==> src/rtl/vga_pkg.sv <==
// Shared register map, CTRL/STATUS bit positions and FSM encoding for the rectangle filler.
package vga_pkg;

  localparam logic [2:0] RegX0     = 3'd0;
  localparam logic [2:0] RegY0     = 3'd1;
  localparam logic [2:0] RegWidth  = 3'd2;
  localparam logic [2:0] RegHeight = 3'd3;
  localparam logic [2:0] RegColor  = 3'd4;
  localparam logic [2:0] RegCtrl   = 3'd5;

  localparam int unsigned CtrlStartBit = 0;
  localparam int unsigned CtrlIrqEnBit = 1;
  localparam int unsigned CtrlClrBit   = 2;

  localparam int unsigned StatBusyBit  = 0;
  localparam int unsigned StatDoneBit  = 1;
  localparam int unsigned StatIrqEnBit = 2;

  typedef enum logic [1:0] {
    StIdle   = 2'd0,
    StSetup  = 2'd1,
    StFill   = 2'd2,
    StFinish = 2'd3
  } state_e;

endpackage

==> src/rtl/vga_rect_walker.sv <==
// Pixel walker: steps x/y across the clipped rectangle and forms the linear word address.
module vga_rect_walker #(
  parameter int unsigned H_RES = 160
) (
  input  logic        i_clk,
  input  logic        i_rst_n,
  input  logic        i_load,
  input  logic        i_step,
  input  logic [9:0]  i_x0,
  input  logic [9:0]  i_xe,
  input  logic [8:0]  i_y0,
  input  logic [8:0]  i_ye,
  output logic [15:0] o_address,
  output logic        o_last
);

  localparam logic [15:0] HResW = 16'(H_RES);

  logic [9:0]  r_x, r_x0, r_xe;
  logic [8:0]  r_y, r_ye;
  logic [15:0] r_rowbase;
  logic        w_row_end;

  assign w_row_end = (r_x == r_xe - 10'd1);
  assign o_last    = w_row_end && (r_y == r_ye - 9'd1);
  assign o_address = r_rowbase + 16'(r_x);

  always_ff @(posedge i_clk or negedge i_rst_n) begin
    if (!i_rst_n) begin
      r_x       <= '0;
      r_x0      <= '0;
      r_xe      <= '0;
      r_y       <= '0;
      r_ye      <= '0;
      r_rowbase <= '0;
    end else if (i_load) begin
      r_x       <= i_x0;
      r_x0      <= i_x0;
      r_xe      <= i_xe;
      r_y       <= i_y0;
      r_ye      <= i_ye;
      r_rowbase <= 16'(i_y0) * HResW;
    end else if (i_step) begin
      if (w_row_end) begin
        r_x       <= r_x0;
        r_y       <= r_y + 9'd1;
        r_rowbase <= r_rowbase + HResW;
      end else begin
        r_x <= r_x + 10'd1;
      end
    end
  end

endmodule

==> src/rtl/vga_rect_fill.sv <==
// Avalon-MM rectangle filler: CPU-programmed registers drive a walker that writes one pixel/cycle.
module vga_rect_fill
  import vga_pkg::*;
#(
  parameter int unsigned H_RES = 160,
  parameter int unsigned V_RES = 120
) (
  input  logic        dataClock,
  input  logic        resetn,
  input  logic        chipselect,
  input  logic        write,
  input  logic        read,
  input  logic [2:0]  address,
  input  logic [31:0] writedata,
  output logic [31:0] readdata,
  output logic [15:0] m_address,
  output logic        m_write,
  output logic [31:0] m_writedata,
  input  logic        m_waitrequest,
  output logic        irq
);

  localparam logic [9:0] HResW = 10'(H_RES);
  localparam logic [8:0] VResW = 9'(V_RES);

  state_e      r_state, w_state_next;
  logic [8:0]  r_x0, r_width;
  logic [7:0]  r_y0, r_height;
  logic [23:0] r_color;
  logic        r_irq_en, r_done;
  logic [31:0] r_readdata;

  logic        w_wr, w_rd, w_busy, w_ctrl_wr, w_start, w_step, w_last, w_empty, w_load;
  logic [9:0]  w_xe_sum, w_xe;
  logic [8:0]  w_ye_sum, w_ye;
  logic [15:0] w_addr;
  logic [31:0] w_status;
  logic        w_unused_wdata;

  assign w_unused_wdata = ^writedata[31:24];

  assign w_wr      = chipselect & write;
  assign w_rd      = chipselect & read;
  assign w_busy    = (r_state != StIdle);
  assign w_ctrl_wr = w_wr && (address == RegCtrl);
  assign w_start   = w_ctrl_wr && writedata[CtrlStartBit] && !w_busy;
  assign w_step    = (r_state == StFill) && !m_waitrequest;

  // Extents widened one bit so X0+WIDTH / Y0+HEIGHT never wrap before clipping.
  assign w_xe_sum = {1'b0, r_x0} + {1'b0, r_width};
  assign w_ye_sum = {1'b0, r_y0} + {1'b0, r_height};
  assign w_xe     = (w_xe_sum > HResW) ? HResW : w_xe_sum;
  assign w_ye     = (w_ye_sum > VResW) ? VResW : w_ye_sum;
  assign w_empty  = ({1'b0, r_x0} >= w_xe) || ({1'b0, r_y0} >= w_ye);
  assign w_load   = (r_state == StSetup) && !w_empty;

  vga_rect_walker #(
    .H_RES (H_RES)
  ) u_walker (
    .i_clk     (dataClock),
    .i_rst_n   (resetn),
    .i_load    (w_load),
    .i_step    (w_step),
    .i_x0      ({1'b0, r_x0}),
    .i_xe      (w_xe),
    .i_y0      ({1'b0, r_y0}),
    .i_ye      (w_ye),
    .o_address (w_addr),
    .o_last    (w_last)
  );

  always_comb begin
    w_state_next = r_state;
    unique case (r_state)
      StIdle:   if (w_start) w_state_next = StSetup;
      StSetup:  w_state_next = w_empty ? StFinish : StFill;
      StFill:   if (w_step && w_last) w_state_next = StFinish;
      StFinish: w_state_next = StIdle;
      default:  w_state_next = StIdle;
    endcase
  end

  always_ff @(posedge dataClock or negedge resetn) begin
    if (!resetn) r_state <= StIdle;
    else         r_state <= w_state_next;
  end

  always_ff @(posedge dataClock or negedge resetn) begin
    if (!resetn) begin
      r_x0     <= '0;
      r_y0     <= '0;
      r_width  <= '0;
      r_height <= '0;
      r_color  <= '0;
      r_irq_en <= 1'b0;
      r_done   <= 1'b0;
    end else begin
      if (w_wr && !w_busy) begin
        case (address)
          RegX0:     r_x0     <= writedata[8:0];
          RegY0:     r_y0     <= writedata[7:0];
          RegWidth:  r_width  <= writedata[8:0];
          RegHeight: r_height <= writedata[7:0];
          RegColor:  r_color  <= writedata[23:0];
          default:   ;
        endcase
      end
      if (w_ctrl_wr) r_irq_en <= writedata[CtrlIrqEnBit];
      // Completion takes priority over a clear landing on the same edge.
      if (r_state == StFinish)                   r_done <= 1'b1;
      else if (w_ctrl_wr && writedata[CtrlClrBit]) r_done <= 1'b0;
    end
  end

  always_comb begin
    w_status               = '0;
    w_status[StatBusyBit]  = w_busy;
    w_status[StatDoneBit]  = r_done;
    w_status[StatIrqEnBit] = r_irq_en;
  end

  always_ff @(posedge dataClock or negedge resetn) begin
    if (!resetn)   r_readdata <= '0;
    else if (w_rd) r_readdata <= (address == RegCtrl) ? w_status : 32'd0;
  end

  assign readdata    = r_readdata;
  assign m_write     = (r_state == StFill);
  assign m_address   = w_addr;
  assign m_writedata = m_write ? {8'h00, r_color} : 32'd0;
  assign irq         = r_done & r_irq_en;

endmodule

==> config.mk <==
export PLATFORM = sky130hd
export DESIGN_NAME = vga_rect_fill
export DESIGN_NICKNAME = d
export VERILOG_FILES = /design/src/rtl/vga_pkg.sv /design/src/rtl/vga_rect_walker.sv /design/src/rtl/vga_rect_fill.sv
export SDC_FILE = /design/constraint.sdc
export NUM_CORES = 1
export LEC_CHECK = 0
export CELL_PAD_IN_SITES_DETAIL_PLACEMENT = 1
export CELL_PAD_IN_SITES_GLOBAL_PLACEMENT = 1
export CORE_MARGIN = 8
export CORE_UTILIZATION = 43
export CTS_CLUSTER_SIZE = 30
export DETAILED_ROUTE_END_ITERATION = 7
export GPL_TIMING_DRIVEN = 1
export PLACE_DENSITY_LB_ADDON = 0.1
export SYNTH_ARGS = -nofsm -noshare
export SYNTH_HDL_FRONTEND = slang
export SYNTH_HIERARCHICAL = 1
export SYNTH_SLANG_ARGS = --single-unit
==> constraint.sdc <==
create_clock -name dataClock -period 5.9 [get_ports dataClock]
set_clock_uncertainty 0.05 [all_clocks]
set_input_delay 1.18 -clock dataClock [delete_from_list [all_inputs] [get_ports dataClock]]
set_output_delay 1.18 -clock dataClock [all_outputs]
set_load 0.01 [all_outputs]
### Register map, names as in the netlist

Other sequential cells in the stronger gray, the rest of the logic in the fainter gray.
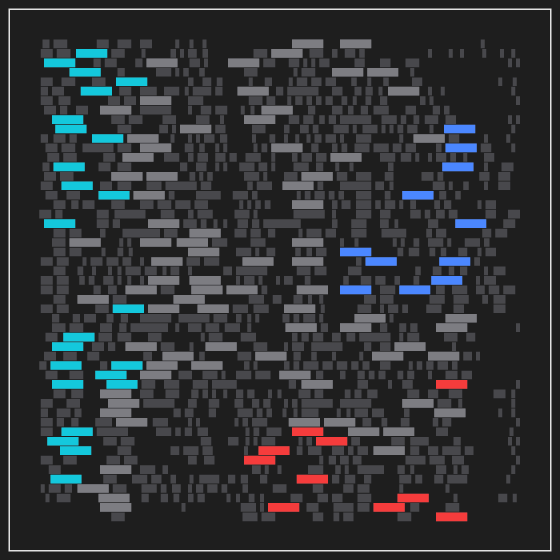
red -> u_walker/r_xe  # sequential cells 10
cyan -> r_color  # sequential cells 24
blue -> u_walker/r_rowbase  # sequential cells 11, where middle right

### Clock routing

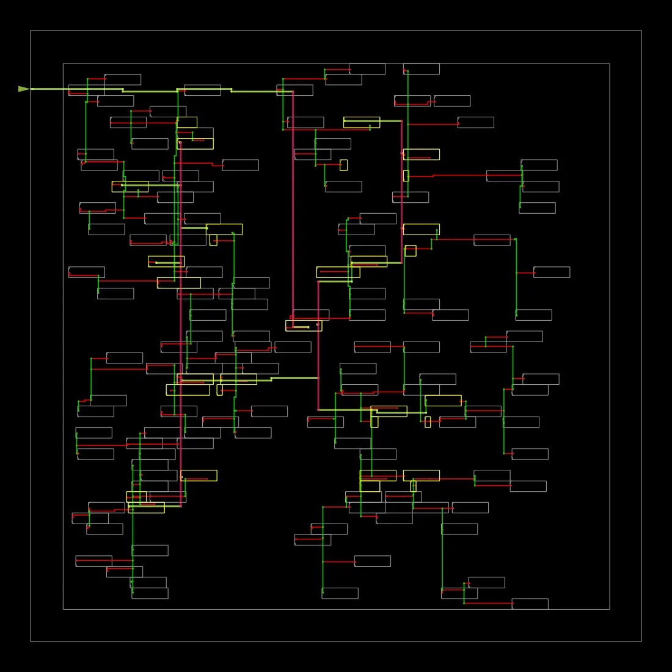
Flop Count: 124
# clk buffers: 24
Latency at later pin: 420 ps
clock sink count: 124
P_clk: 0.00106 W

### Power grid

Pins as bars on the die edge.
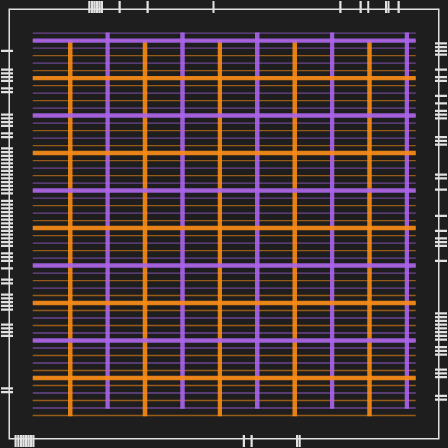
orange -> VSS
purple -> VDD
met1 rails = 52
met4 straps = 10
signal pins = 123
met5 straps = 10
Die H: 155 um
CORE AREA: 19,300 um^2

### Metal 1

Supply wires on this layer in gray.
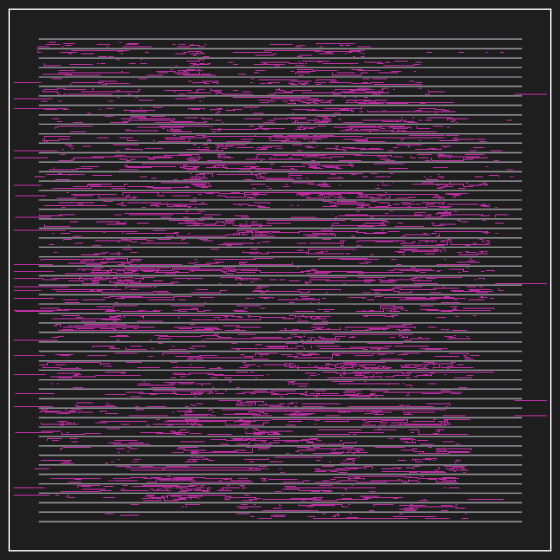
wire length on this layer = 9,350 um
nets with wire on the layer = 919
main direction = horizontal
longest straight run = 64.4 um
WL final: 22,800 um
GR Layer Usage met1: 22.3%
vias: 6,494

### Logic cells by family

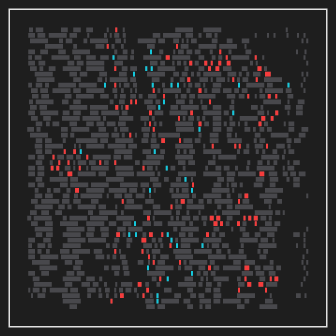
cyan -> inv cells  # cells 33, most used inv_1, where a vertical strip down the middle
red -> nand cells  # cells 106, most used nand2_1
most frequent logic cell in the layout: dfrtp_1
fin cells: 1,194
fraction of area in multi-input gates: 49.6%

==> flow_metrics.py <==
# Flow results
metrics = {
    "worst_hold_path": {
        "min_from": "u_walker/r_x0[0]",
        "holdPathStages": 1,
    },
    "clocking": {
        "postCtsSetupRepairBufs": 0,
    },
    "place": {
        "io_buffer_count": 77,
        "dp_cells": 1163,
    },
    "cells_and_area": {
        "inv_count": 33,
        "area_share_nonclk_buffers_pct": 8.26,
        "final_nets": 1021,
        "largest_class": "logic gates",
        "clk_share_pct": 6.03,
        "comb.multi_input.count": 658,
        "n_all_buffers": 83,
    },
    "power_and_ir_drop": {
        "clkPwrFrac_pct": 18.0,
        "p_sw_share_pct": 42.4,
        "comb_power_share_pct": 53.4,
        "power_density_nw_per_um2": 601,
        "power_switching_w": 0.00251,
        "ir_drop_mv": 0.223,
    },
    "status": {
        "status": "finished, final reports clean",
    },
    "floorplanning": {
        "initCoreUtil_pct": 43.3,
        "io_pins": 123,
    },
    "synth": {
        "ff_type": "dfrtp_1",
        "syn-instance-count": 837,
    },
    "worst_setup_path": {
        "reg2regPathDepth": 16,
    },
    "drt": {
        "first_pass_iters": 4,
        "final_antenna_net_count": 0,
    },
    "timing": {
        "clock.fmax_mhz": 194,
        "hold_slack_ps": 428,
    },
}
## cell usage after synthesis (all sizes together), types with 22 or more instances
library cell | number | area share [%]
nor2 | 47 | 2.2
mux2 | 83 | 11
xor2 | 24 | 2.6
dfrtp | 124 | 37
a21oi | 28 | 1.7
and2 | 36 | 2.7
o21ai | 41 | 2.5
nor3 | 22 | 1.5
clkbuf | 24 | 1.1
ha | 60 | 9.0
nand3 | 25 | 1.5
nand2 | 57 | 2.6
inv | 32 | 1.4
buf | 44 | 3.8
xnor2 | 37 | 3.9
## layer usage
metal  part of all wire, %  GRT usage (%)
met5                     0              0
met4                   2.4           7.58
met3                   6.2           5.13
met2                    50           35.0
met1                    41           22.3
## sequential cells by signal (all words and copies together) (netlist names), 2 cells and up
signal / cells
u_walker/r_xe: 10
r_height: 8
readdata: 3
r_state: 2
u_walker/r_y: 9
r_width: 9
u_walker/r_rowbase: 11
u_walker/r_ye: 9
r_x0: 9
r_y0: 8
u_walker/r_x: 10
u_walker/r_x0: 10
r_color: 24
## power by group through the flow
| stage | Clock, W | Sequential [W] | Combinational, W |
|---|---|---|---|
| floorplan | 0 | 0.00150 | 0.00233 |
| global placement | 0 | 0.00167 | 0.00297 |
| detailed placement | 0 | 0.00171 | 0.00315 |
| CTS | 0.00109 | 0.00170 | 0.00320 |
| global route | 0.00113 | 0.00176 | 0.00354 |
| finish | 0.00106 | 0.00170 | 0.00316 |
## worst max path at each step
stage | startpoint | to | slack, ps | cells after the start
after global placement | r_y0[0] | u_walker/r_x[5] | 940 | 16
after global routing | r_y0[0] | u_walker/r_x[5] | 320 | 16
after CTS | r_y0[0] | u_walker/r_x[5] | 730 | 16
final | r_y0[0] | u_walker/r_x[5] | 740 | 16
after detailed placement | r_y0[0] | u_walker/r_x[5] | 760 | 16
after floorplan | r_y0[0] | u_walker/r_x0[7] | 1340 | 16
## stage by stage
| stage | setup WS (ps) | total power (W) | area, um^2 | utilization (%) |
|---|---|---|---|---|
| 5_1_grt | 322 | 0.00643 | 9850 | 51.1 |
| 4_1_cts | 734 | 0.00599 | 9850 | 51.1 |
| 3_3_place_gp | 942 | 0.00465 | 9260 | 48.0 |
| 3_5_place_dp | 765 | 0.00486 | 9260 | 48.0 |
| 6_report | 744 | 0.00592 | 9850 | 51.1 |
| 2_1_floorplan | 1340 | 0.00383 | 8510 | - |
## worst max-delay path, cell delays in order, from the launching register on
cell and delay [ps]:
dfrtp_1 460, ha_1 280, fa_1 430, a211o_1 390, a21oi_1 150, and4_1 200, a21oi_1 90, nor4_1 390
ha_1 340, a21o_1 170, a2111oi_0 430, o2111ai_1 250, nor3b_2 290, buf_4 430, nor2_1 230, a22o_1 220
a211o_1 220
## cell families after synthesis
| kind of cell | Yosys count | synth area share, % |
|---|---|---|
| AND/OR/NAND/NOR | 257 | 16.7 |
| other | 2 | 0.0901 |
| XOR/XNOR | 61 | 6.50 |
| flip-flops | 124 | 37.2 |
| AND-OR/OR-AND | 138 | 11.3 |
| buffers and inverters | 101 | 6.36 |
| multiplexers | 91 | 12.2 |
| adder cells (fa/ha/maj) | 63 | 9.72 |
Power is estimated from default activity; no workload was simulated.
